Figure 1. Layout detail (run 1).
Window x 97 to 127, y 22 to 52 um. Cells in grey, sequential cells in the stronger grey; small squares are vias.
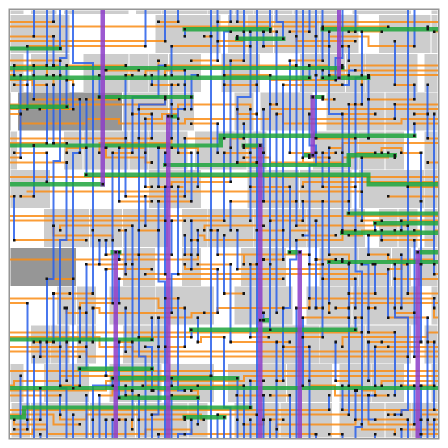
Figure 2. The clock network (run 1).
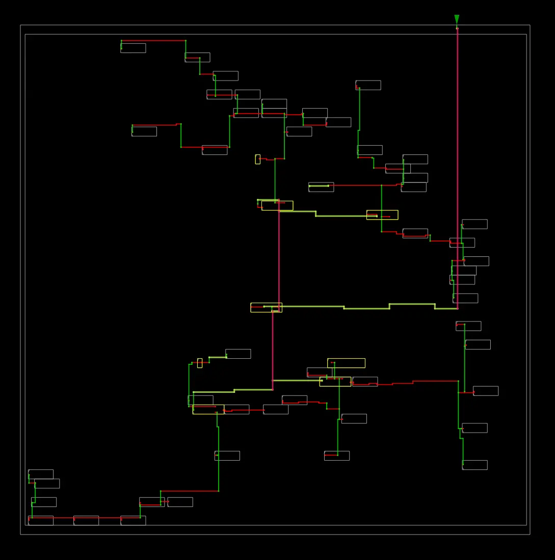
Figure 3. Signal wires on met2 (run 1).
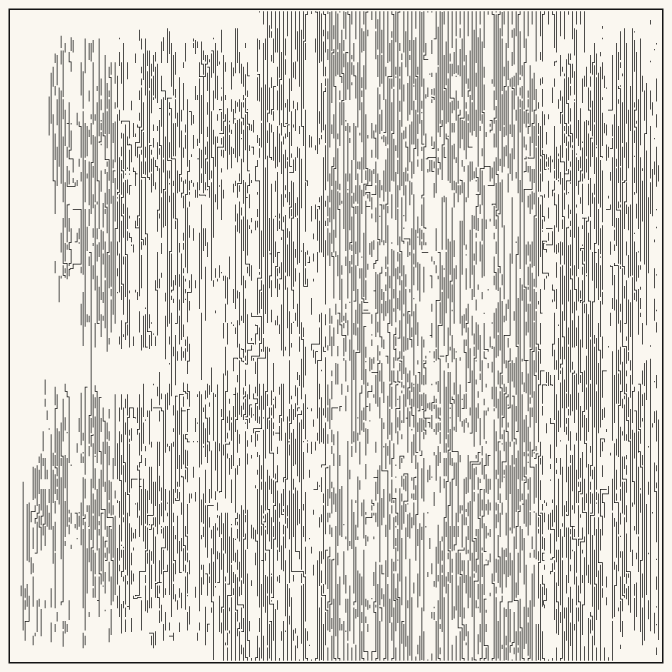
Figure 4. Routed clock nets over the placement (run 1).
Bar = 50 um.
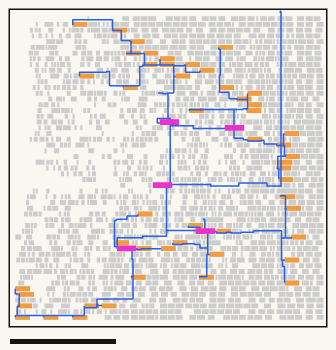
===== src/rtl/dsp48_pkg.sv =====
// Shared DSP48A1-style slice definitions: opmode field encodings, bit indices and datapath widths.
package dsp48_pkg;

    localparam int unsigned P_W     = 48;
    localparam int unsigned M_W     = 36;
    localparam int unsigned S_W     = P_W + 1;
    localparam int unsigned OPM_CIN = 5;
    localparam int unsigned OPM_SUB = 7;

    typedef enum logic [1:0] {
        X_ZERO = 2'd0,
        X_M    = 2'd1,
        X_P    = 2'd2,
        X_DAB  = 2'd3
    } x_sel_e;

    typedef enum logic [1:0] {
        Z_ZERO = 2'd0,
        Z_PCIN = 2'd1,
        Z_P    = 2'd2,
        Z_C    = 2'd3
    } z_sel_e;

endpackage


===== src/rtl/dsp_post_adder_acc_if.sv =====
// Operand/result bundle between the M stage, the post-adder and the cascade/fabric consumers.
interface dsp_post_adder_acc_if;
    import dsp48_pkg::*;

    logic           cep;
    logic           cecarryin;
    logic [M_W-1:0] m_in;
    logic [P_W-1:0] dab_in;
    logic [P_W-1:0] c_in;
    logic [P_W-1:0] pcin;
    logic           carryin;
    logic [7:0]     opmode;
    logic [P_W-1:0] p;
    logic [P_W-1:0] pcout;
    logic           carryout;
    logic           carryoutf;

    modport master (
        output cep, cecarryin, m_in, dab_in, c_in, pcin, carryin, opmode,
        input  p, pcout, carryout, carryoutf
    );

    modport slave (
        input  cep, cecarryin, m_in, dab_in, c_in, pcin, carryin, opmode,
        output p, pcout, carryout, carryoutf
    );

endinterface


===== src/rtl/dsp_reg_mux.sv =====
// Optional pipeline register: sync-reset, clock-enabled flop with a build-time bypass.
module dsp_reg_mux #(
    parameter int unsigned WIDTH = 48,
    parameter bit          REG   = 1'b1
) (
    input  logic             clk,
    input  logic             reset,
    input  logic             ce,
    input  logic [WIDTH-1:0] i_d,
    output logic [WIDTH-1:0] o_q
);

    logic [WIDTH-1:0] r_q;

    always_ff @(posedge clk) begin
        if (reset) begin
            r_q <= '0;
        end else if (ce) begin
            r_q <= i_d;
        end
    end

    assign o_q = REG ? r_q : i_d;

endmodule


===== src/rtl/dsp_post_adder_acc.sv =====
// Post-adder/accumulator of the DSP slice: X/Z operand muxes, 49-bit add/subtract with carry-in,
// optional P, CYI and CARRYOUT registers, and the PCOUT/CARRYOUTF copies.
module dsp_post_adder_acc
    import dsp48_pkg::*;
#(
    parameter bit PREG        = 1'b1,
    parameter bit CARRYINREG  = 1'b1,
    parameter bit CARRYOUTREG = 1'b1,
    parameter bit CARRYINSEL  = 1'b0
) (
    input logic                 clk,
    input logic                 reset,
    dsp_post_adder_acc_if.slave bus
);

    logic [P_W-1:0] w_p;
    logic [P_W-1:0] w_p_fb;
    logic [P_W-1:0] w_x;
    logic [P_W-1:0] w_z;
    logic [S_W-1:0] w_xc;
    logic [S_W-1:0] w_sum;
    logic           w_cin_raw;
    logic           w_cin;
    logic           w_co;
    logic           w_co_q;
    x_sel_e         w_xsel;
    z_sel_e         w_zsel;

    // Feedback only exists when P is registered; otherwise the loop would be combinational.
    generate
        if (PREG) begin : g_fb
            assign w_p_fb = w_p;
        end else begin : g_no_fb
            assign w_p_fb = '0;
        end
    endgenerate

    assign w_xsel = x_sel_e'(bus.opmode[1:0]);
    assign w_zsel = z_sel_e'(bus.opmode[3:2]);

    always_comb begin
        w_x = '0;
        case (w_xsel)
            X_ZERO:  w_x = '0;
            X_M:     w_x = P_W'(bus.m_in);
            X_P:     w_x = w_p_fb;
            X_DAB:   w_x = bus.dab_in;
            default: w_x = '0;
        endcase
    end

    always_comb begin
        w_z = '0;
        case (w_zsel)
            Z_ZERO:  w_z = '0;
            Z_PCIN:  w_z = bus.pcin;
            Z_P:     w_z = w_p_fb;
            Z_C:     w_z = bus.c_in;
            default: w_z = '0;
        endcase
    end

    assign w_cin_raw = CARRYINSEL ? bus.carryin : bus.opmode[OPM_CIN];

    dsp_reg_mux #(.WIDTH(1), .REG(CARRYINREG)) u_cyi (
        .clk   (clk),
        .reset (reset),
        .ce    (bus.cecarryin),
        .i_d   (w_cin_raw),
        .o_q   (w_cin)
    );

    assign w_xc = {1'b0, w_x} + S_W'(w_cin);

    always_comb begin
        w_sum = {1'b0, w_z} + w_xc;
        if (bus.opmode[OPM_SUB]) begin
            w_sum = {1'b0, w_z} + ~w_xc + S_W'(1);
        end
    end

    // Bit 48 of a subtract is the borrow; the carry output reports it as carry = not-borrow.
    assign w_co = w_sum[P_W] ^ bus.opmode[OPM_SUB];

    dsp_reg_mux #(.WIDTH(P_W), .REG(PREG)) u_preg (
        .clk   (clk),
        .reset (reset),
        .ce    (bus.cep),
        .i_d   (w_sum[P_W-1:0]),
        .o_q   (w_p)
    );

    dsp_reg_mux #(.WIDTH(1), .REG(CARRYOUTREG)) u_coreg (
        .clk   (clk),
        .reset (reset),
        .ce    (bus.cep),
        .i_d   (w_co),
        .o_q   (w_co_q)
    );

    assign bus.p         = w_p;
    assign bus.pcout     = w_p;
    assign bus.carryout  = w_co_q;
    assign bus.carryoutf = w_co_q;

endmodule

===== src/flat_wrapper.sv =====
// flat-port wrapper written by rule: the top's interface ports become plain ports
module dsp_post_adder_acc_flat import dsp48_pkg::*;
#(
    parameter bit PREG        = 1'b1,
    parameter bit CARRYINREG  = 1'b1,
    parameter bit CARRYOUTREG = 1'b1,
    parameter bit CARRYINSEL  = 1'b0
)
  (clk, reset, bus_cep, bus_cecarryin, bus_m_in, bus_dab_in, bus_c_in, bus_pcin, bus_carryin, bus_opmode, bus_p, bus_pcout, bus_carryout, bus_carryoutf);
  dsp_post_adder_acc_if bus_i ();
  input logic clk;
  input logic reset;
  input wire logic [$bits(bus_i.cep)-1:0] bus_cep;
  input wire logic [$bits(bus_i.cecarryin)-1:0] bus_cecarryin;
  input wire logic [$bits(bus_i.m_in)-1:0] bus_m_in;
  input wire logic [$bits(bus_i.dab_in)-1:0] bus_dab_in;
  input wire logic [$bits(bus_i.c_in)-1:0] bus_c_in;
  input wire logic [$bits(bus_i.pcin)-1:0] bus_pcin;
  input wire logic [$bits(bus_i.carryin)-1:0] bus_carryin;
  input wire logic [$bits(bus_i.opmode)-1:0] bus_opmode;
  output wire logic [$bits(bus_i.p)-1:0] bus_p;
  output wire logic [$bits(bus_i.pcout)-1:0] bus_pcout;
  output wire logic [$bits(bus_i.carryout)-1:0] bus_carryout;
  output wire logic [$bits(bus_i.carryoutf)-1:0] bus_carryoutf;
  assign bus_i.cep = bus_cep;
  assign bus_i.cecarryin = bus_cecarryin;
  assign bus_i.m_in = bus_m_in;
  assign bus_i.dab_in = bus_dab_in;
  assign bus_i.c_in = bus_c_in;
  assign bus_i.pcin = bus_pcin;
  assign bus_i.carryin = bus_carryin;
  assign bus_i.opmode = bus_opmode;
  assign bus_p = bus_i.p;
  assign bus_pcout = bus_i.pcout;
  assign bus_carryout = bus_i.carryout;
  assign bus_carryoutf = bus_i.carryoutf;
  dsp_post_adder_acc #(.PREG(PREG), .CARRYINREG(CARRYINREG), .CARRYOUTREG(CARRYOUTREG), .CARRYINSEL(CARRYINSEL)) u_core (.clk(clk), .reset(reset), .bus(bus_i));
endmodule

===== config.mk =====
export PLATFORM = sky130hd
export DESIGN_NAME = dsp_post_adder_acc_flat
export DESIGN_NICKNAME = d
export VERILOG_FILES = /design/src/rtl/dsp48_pkg.sv /design/src/rtl/dsp_post_adder_acc_if.sv /design/src/rtl/dsp_reg_mux.sv /design/src/rtl/dsp_post_adder_acc.sv /design/src/flat_wrapper.sv
export SDC_FILE = /design/constraint.sdc
export NUM_CORES = 1
export LEC_CHECK = 0
export ABC_AREA = 0
export ABC_CLOCK_PERIOD_IN_PS = 12400
export CORE_UTILIZATION = 53
export CTS_CLUSTER_SIZE = 8
export DETAILED_ROUTE_END_ITERATION = 7
export PLACE_DENSITY = 0.95
export SYNTH_ARGS = -nofsm -noshare
export SYNTH_HDL_FRONTEND = slang
export SYNTH_SLANG_ARGS = --single-unit

===== constraint.sdc =====
create_clock -name clk -period 12.4 [get_ports clk]
set_input_delay 2.48 -clock clk [delete_from_list [all_inputs] [get_ports clk]]
set_output_delay 2.48 -clock clk [all_outputs]
set_load 0.02 [all_outputs]

==> results.md, run 1 <==
| Item | Reported | Unit |
| --- | --- | --- |
| Number of buffer cells added on primary ports | 287 | - |
| Initial antenna violation count | 0 | - |
| Destination of the worst hold path | u_core.u_coreg.o_q$_SDFFE_PP0P_ | - |
| Type of destination of the critical path | register | - |
| Post-synthesis area per instance | 7.190 | sq um |
| Fraction of layout instances using a drive strength above 1 | 8.414 | % |
| Height of the chip | 149.6 | um |
| Cell type with the largest total area after synthesis | sky130_fd_sc_hd__ha_1 | - |
| RSZ-0062 raised after global routing | no | - |
| Clock tree from TritonCTS | yes | - |
| DR pass1 iterations | 5 | - |
| Yosys stat area | 11550 | sq um |
| Critical-path cell list | buf_4 > nor2b_4 > a22o_1 > ha_1 > inv_1 > a31oi_1 > nand2_1 > nor4_2 > or2b_1 > nor2_1 > nand2_1 > a2111oi_0 > xor2_1 > ha_1 > nand2_1 > nor2_1 > nand3_1 > a211oi_1 > or2_2 > a32o_1 > a21oi_1 > or3_1 > xnor2_1 > a211oi_1 | - |
| Synthesis-to-layout area growth | 22.26 | % |
| Commonest cells in the synthesized netlist | 162 x sky130_fd_sc_hd__nor2_1, 104 x sky130_fd_sc_hd__a21oi_1, 104 x sky130_fd_sc_hd__nand2_1 | - |
| Startpoint of the lowest-slack hold path | u_core.u_coreg.o_q$_SDFFE_PP0P_ | - |
| Post-CTS repair timing setup buffer count | 0 | - |
| Number of I/O pins | 291 | - |
| Max VDD drop | 0.06343 | mV |
| Data required time at the worst endpoint | 12.55 | ns |
| Sequential cell area | 1001 | sq um |
| Gpl congestion | 1.013 | - |
| Core Region | 21220 | sq um |
| Shortest clock period the worst path allows after layout | 9.550 | ns |
| Post-DP HPWL | 39.44 | mm |
| Final total negative setup slack | 0 | ns |
| Count of library flops with an enable pin | 0 | - |
| Pin count of the biggest net entering global routing | 93 | - |
| Final count of negative-setup-slack endpoints | 0 | - |
| Worst setup path start | bus_opmode[0] | - |
| Run status | finished, final reports clean | - |
| Core Util at FP | 54.42 | % |
| Area post-placement | 13950 | sq um |
| Post-synthesis net count | 1900 | - |
| CP bufs+invs | 2 | - |
| Worst hold path type | reg -> reg | - |
| Cell with the most instances after synthesis | sky130_fd_sc_hd__nor2_1 | - |
| Number of standard cells reported by yosys | 1606 | - |
| Crit-path max cell delay | 0.78 | ns |
| Leakage power total | 5.640 | nW |
-- Figure 1 (at the start) --
M2: marked blue. M3: marked green. M4: marked purple. M1: marked orange.
Sequential cells in the window: 2. 86 logic cells have their middle in the window. Most frequent: nor2_1 (12), nand2_1 (9), xnor2_1 (9). Netlist names of flops here include u_core.u_preg.o_q (2).

-- Figure 2 (at the start) --
Clock Skew: 0.008894 ns
clock buffer instance count of the final layout: 7

-- Figure 3 (at the start) --
1767 nets have wire on it. The longest straight run is 62.4 um. The wires run mostly vertical. The layer carries 21.1 mm of wire.
Detailed Route WL: 49.81 mm
number of vias in the routed layout: 13650
met2 capacity usage during global routing: 62.66%

-- Figure 4 (at the start) --
clock wires: marked blue, length 935 um. flip-flops: marked orange, count 50. clock-net drivers: marked magenta, count 5.
Position of the flops: all over the die.
clk ins delay skew pair: 0.31 ns
power dissipated in the clock network: 168 uW
part of the power in the clock network: 12.6%

run 1: state kept, by name, summed over array words and instances, names as in the netlist:
signal              count
u_core.u_coreg.o_q      1
u_core.u_cyi.o_q        1
u_core.u_preg.o_q      48
run 1: layout make-up:
type | count | share of cell area (%)
clock buffer | 7 | 0.9395
timing repair buffer | 298 | 20.70
clock inverter | 1 | 0.2127
sequential | 50 | 7.090
tap | 275 | 2.437
antenna | 1 | 0.01773
inverter | 102 | 2.712
multi-input combinational | 1301 | 65.89
run 1: layer usage:
layer | global-route usage, % | share of wire, % | vias up
met2 | 62.66 | 42 | 926
li1 | - | - | 6180
met3 | 14.51 | 14 | 87
met5 | 0 | 0 | -
met4 | 10.31 | 2.0 | 0
met1 | 59.11 | 41 | 6458
run 1: stage by stage:
stage / worst slack, ns / total power, mW / util [%]
6_report: 2.850 / 1.329 / 66.53
5_1_grt: 2.580 / 1.387 / 66.52
4_1_cts: 3.195 / 1.292 / 66.52
3_5_place_dp: 2.952 / 1.124 / 65.75
3_3_place_gp: 2.996 / 1.115 / 65.75
2_1_floorplan: 3.965 / 0.8192 / -
run 1: where the power goes:
group	switching, mW	internal (mW)	leakage, nW
clock	0.0720	0.0959	0.0781
sequential	0.0494	0.183	0.415
combinational	0.552	0.378	5.15
run 1: cell families after synthesis:
logic type / share of synthesized area, %
adders and majority gates: 11.07
muxes: 11.04
and+or+nand+nor: 21.38
AOI/OAI and AO/OA: 30.39
xor gates and xnor gates: 6.599
buffers and inverters: 10.85
DFF: 8.668
Figure 5. Sizing map (run 1).
Bar = 50 um.
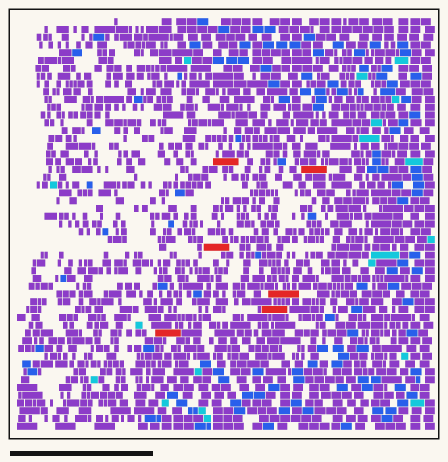

==> run 1 -> run 2 <==
ABC_CLOCK_PERIOD_IN_PS = 9500   (was 12400)
CORE_UTILIZATION = 52   (was 53)
PLACE_DENSITY = 0.94   (was 0.95)
clock period = 9.5 ns   (was 12.4 ns; I/O delays follow)
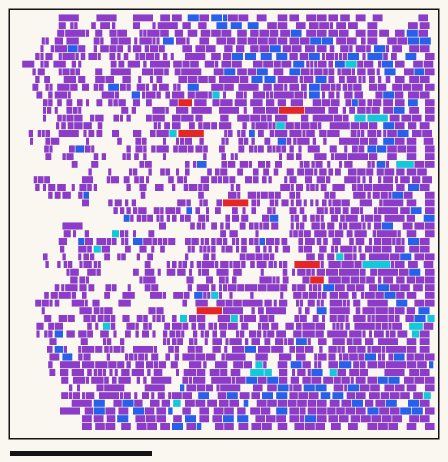
Figure 6: run 2, sizing map.
Bar = 50 um.
x6 and larger: marked red, cells 7, share 0.40%. x2: marked blue, cells 123, share 7.0%. x1 and smaller: marked purple, cells 1609, share 91%. x3 and x4: marked cyan, cells 24, share 1.4%.
Signal buffers: 302
synthesis-to-layout area growth: 22.54%
setup slack after layout: 1.038 ns
total non-filler cell area in the finished layout: 14150 sq um

==> results.md, run 2 <==
| Item | Reported | Unit | vs previous |
| --- | --- | --- | --- |
| Fraction of layout instances using a drive strength above 1 | 8.735 | % | +0.32 points |
| Tool warnings | 78 | - |  |
| Clk ins delay skew pair | 0.32 | ns | about the same |
| Post-synthesis net count | 1900 | - | unchanged |
| Post-CTS repair timing setup buffer count | 0 | - | unchanged |
| Internal power | 846.5 | uW | +29% |
| Slowest cell on the critical path | sky130_fd_sc_hd__o31ai_1 | - |  |
| Hold buffer count at cts | 0 | - |  |
| Site Rows | 54 | - |  |
| Violation count after the first detailed-routing iteration | 1611 | - |  |
| Leakage power total | 5.663 | nW | +0.41% |
| Pin count of the biggest net entering global routing | 65 | - | -30% |
| Register clock-pin slew on the reported worst setup and hold paths | 0.08 | ns |  |
| Initial antenna violation count | 1 | - | +1 |
| Worst hold path type | reg -> reg | - |  |
| Core Region | 21820 | sq um | +2.8% |
| Total Power Consumption | 1.714 | mW | +29% |
| Global-route wire length before repair | 71.63 | mm |  |
| MaxCap Viol Count | 0 | - |  |
| Switching power | 867.5 | uW | +29% |
| Mapped cell area | 11550 | sq um |  |
| Commonest cells in the synthesized netlist | 162 x sky130_fd_sc_hd__nor2_1, 104 x sky130_fd_sc_hd__a21oi_1, 104 x sky130_fd_sc_hd__nand2_1 | - |  |
| Reg2reg start | u_core.u_preg.o_q[0]$_SDFFE_PP0P_ | - |  |
| Final Util | 64.84 | % | -1.7 points |
| Switching part of the total | 50.61 | % | about the same |
| Number of vias in the routed layout | 13560 | - | -0.68% |
| Run status | finished, final reports clean | - |  |
| Syn Inst Count | 1606 | - |  |
| Cell type with the largest total area after synthesis | sky130_fd_sc_hd__ha_1 | - |  |
| Post-route fraction of the period consumed by the critical path | 89.08 | % |  |
| Share of the yosys chip area belonging to registers | 8.668 | % |  |
| Clock tree from TritonCTS | yes | - |  |
| Number of I/O pins | 291 | - | unchanged |
| Number of nets in the finished design | 2056 | - |  |
| Number of standard cells reported by yosys | 1606 | - | unchanged |
| Most used flip-flop cell | sky130_fd_sc_hd__dfxtp_1 | - |  |
| Yosys stat area | 11550 | sq um | unchanged |
| Part of the power in the clock network | 12.2 | % | -0.4 points |
| Path depth of the worst reg2reg path | 23 | - |  |
| Commonest non-fill, non-tap cell in the layout | sky130_fd_sc_hd__clkdlybuf4s50_1 | - |  |
| Count of library flops with an enable pin | 0 | - | unchanged |
| Top area cells in the synthesized netlist | sky130_fd_sc_hd__ha_1 11%, sky130_fd_sc_hd__dfxtp_1 8.7%, sky130_fd_sc_hd__mux2_2 8.6%, sky130_fd_sc_hd__a22o_1 5.6%, sky130_fd_sc_hd__xnor2_1 5.3% | - |  |
| CP bufs+invs | 2 | - | unchanged |
| Cell variety after synth | 88 | - |  |
| Max-slew headroom | 17.73 | % |  |
| Number of remaining DRC errors | 0 | - |  |
| Post-DP HPWL | 38.91 | mm | -1.4% |
| Number of buffer cells added on primary ports | 287 | - | unchanged |
| Detailed Route WL | 48.86 | mm | -1.9% |
| Shortest clock period the worst path allows after layout | 8.462 | ns |  |
| Height of the chip | 151.0 | um | +0.95% |
| Routed Antenna Nets | 0 | - |  |
| RSZ-0062 raised after global routing | no | - |  |
| Final Hold Viols | 0 | - |  |
| Gpl congestion | 1.011 | - | -0.28% |
| Critical Path AT | 8.70 | ns |  |
| Sequential cell area | 1001 | sq um | unchanged |
| Max-slew violations | 0 | - |  |
| Antenna diode count | 0 | - | -1 |
| Max VDD drop | 0.07749 | mV | +22% |
| Type of destination of the critical path | register | - |  |
| Critical-path cell list | buf_2 > buf_4 > nand3_1 > a31oi_1 > nand2_1 > nor4_2 > or2b_1 > nor2_1 > nand2_1 > a211oi_1 > xor2_1 > ha_1 > and3_1 > nand4_1 > a2111oi_0 > a21oi_1 > o31ai_1 > a31oi_1 > o311a_1 > a211oi_1 > xnor2_1 > a211oi_1 | - |  |
| Relative contribution of combinational cells to total power | 70.2 | % | +0.3 points |
| Core Util at FP | 52.91 | % | -1.5 points |
| Async set-or-reset flop fraction in the synthesized netlist | 0 | % |  |
| Via-per-instance ratio | 6.636 | - |  |
| Sequential share of power | 17.6 | % | about the same |
| Data required time at the worst endpoint | 9.74 | ns | -2.81 ns |
| Startpoint of the lowest-slack hold path | u_core.u_preg.o_q[22]$_SDFFE_PP0P_ | - |  |
| Fmax | 0.1182 | GHz |  |
| Destination of the worst hold path | u_core.u_preg.o_q[22]$_SDFFE_PP0P_ | - |  |
| Critical-path maximum fanout | 52 | - |  |
| Final count of negative-setup-slack endpoints | 0 | - | unchanged |
| Gate family responsible for the most delay along the worst path | AND-OR/OR-AND gates | - |  |
| DR pass1 iterations | 6 | - | +1 |
| Cell with the most instances after synthesis | sky130_fd_sc_hd__nor2_1 | - |  |
| Worst setup path class | in -> reg | - |  |
| Final total negative setup slack | 0 | ns | unchanged |
| Worst setup path start | bus_opmode[1] | - |  |
| Clock Skew | 0.01681 | ns | +0.007920 ns |
| Largest register FFs | 48 | - | unchanged |
| Post-synthesis area per instance | 7.190 | sq um | unchanged |
| Crit-path max cell delay | 0.73 | ns | -0.05 ns |
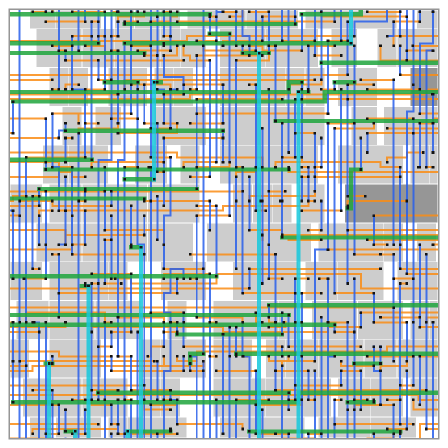
Figure 7: run 2, layout detail.
Window x 98 to 128, y 23 to 53 um. Cells in grey, sequential cells in the stronger grey; small squares are vias.
M1: marked orange. M3: marked green. M4: marked cyan. M2: marked blue.
Most frequent: nor2_1 (12), nand2_1 (11), xnor2_1 (9). Sequential cells in the window: 1. 94 logic cells have their middle in the window. Netlist names of flops here include u_core.u_preg.o_q (1).

==> run 2: cell counts after synthesis <==
Identical to the previous run, type by type.
==> run 2: kinds of logic after synthesis <==
logic type               share of synthesized area (%)
adder cells (fa/ha/maj)                          11.07
AND/OR/NAND/NOR                                  21.38
buffers and inverters                            10.85
AND-OR/OR-AND                                    30.39
flip-flops                                       8.668
XOR/XNOR                                         6.599
multiplexers                                     11.04
==> run 2: final cells by class <==
| cell class | count | share of cell area (%) |
|---|---|---|
| repair buffers | 302 | 20.87 |
| clock buffers | 7 | 1.079 |
| clock inverters | 1 | 0.06190 |
| well taps | 280 | 2.476 |
| flip-flops and latches | 50 | 7.074 |
| inverters | 102 | 2.706 |
| multi-input cells | 1301 | 65.74 |
==> run 2: power by group through the flow <==
| stage | registers (mW) | clock network (mW) | logic [mW] |
|---|---|---|---|
| 2_1_floorplan | 0.307 | 0 | 0.762 |
| 3_3_place_gp | 0.299 | 0 | 1.15 |
| 4_1_cts | 0.296 | 0.209 | 1.17 |
| 5_1_grt | 0.301 | 0.216 | 1.29 |
| 6_report | 0.301 | 0.210 | 1.20 |
| 3_5_place_dp | 0.301 | 0 | 1.16 |
==> run 2: stage by stage <==
stage               instances  worst slack [ns]  cell area (sq um)  hold slack, ns
floorplan                1606             1.645              11550          0.4964
global placement         2035             1.204              13990          0.5160
detailed placement       2035             1.047              13990          0.5256
CTS                      2043             1.318              14150          0.5345
global route             2043            0.5567              14150          0.5785
finish                   2043             1.038              14150          0.5354
==> run 2: per-layer routing <==
| metal | vias to the layer above | global-route usage [%] | share of wire [%] |
|---|---|---|---|
| li1 | 6165 | - | - |
| met1 | 6349 | 56.76 | 41 |
| met2 | 935 | 60.28 | 42 |
| met3 | 107 | 13.55 | 14 |
| met4 | 2 | 13.05 | 3.0 |
| met5 | - | 0 | 0.084 |
Power is estimated from default activity; no workload was simulated.
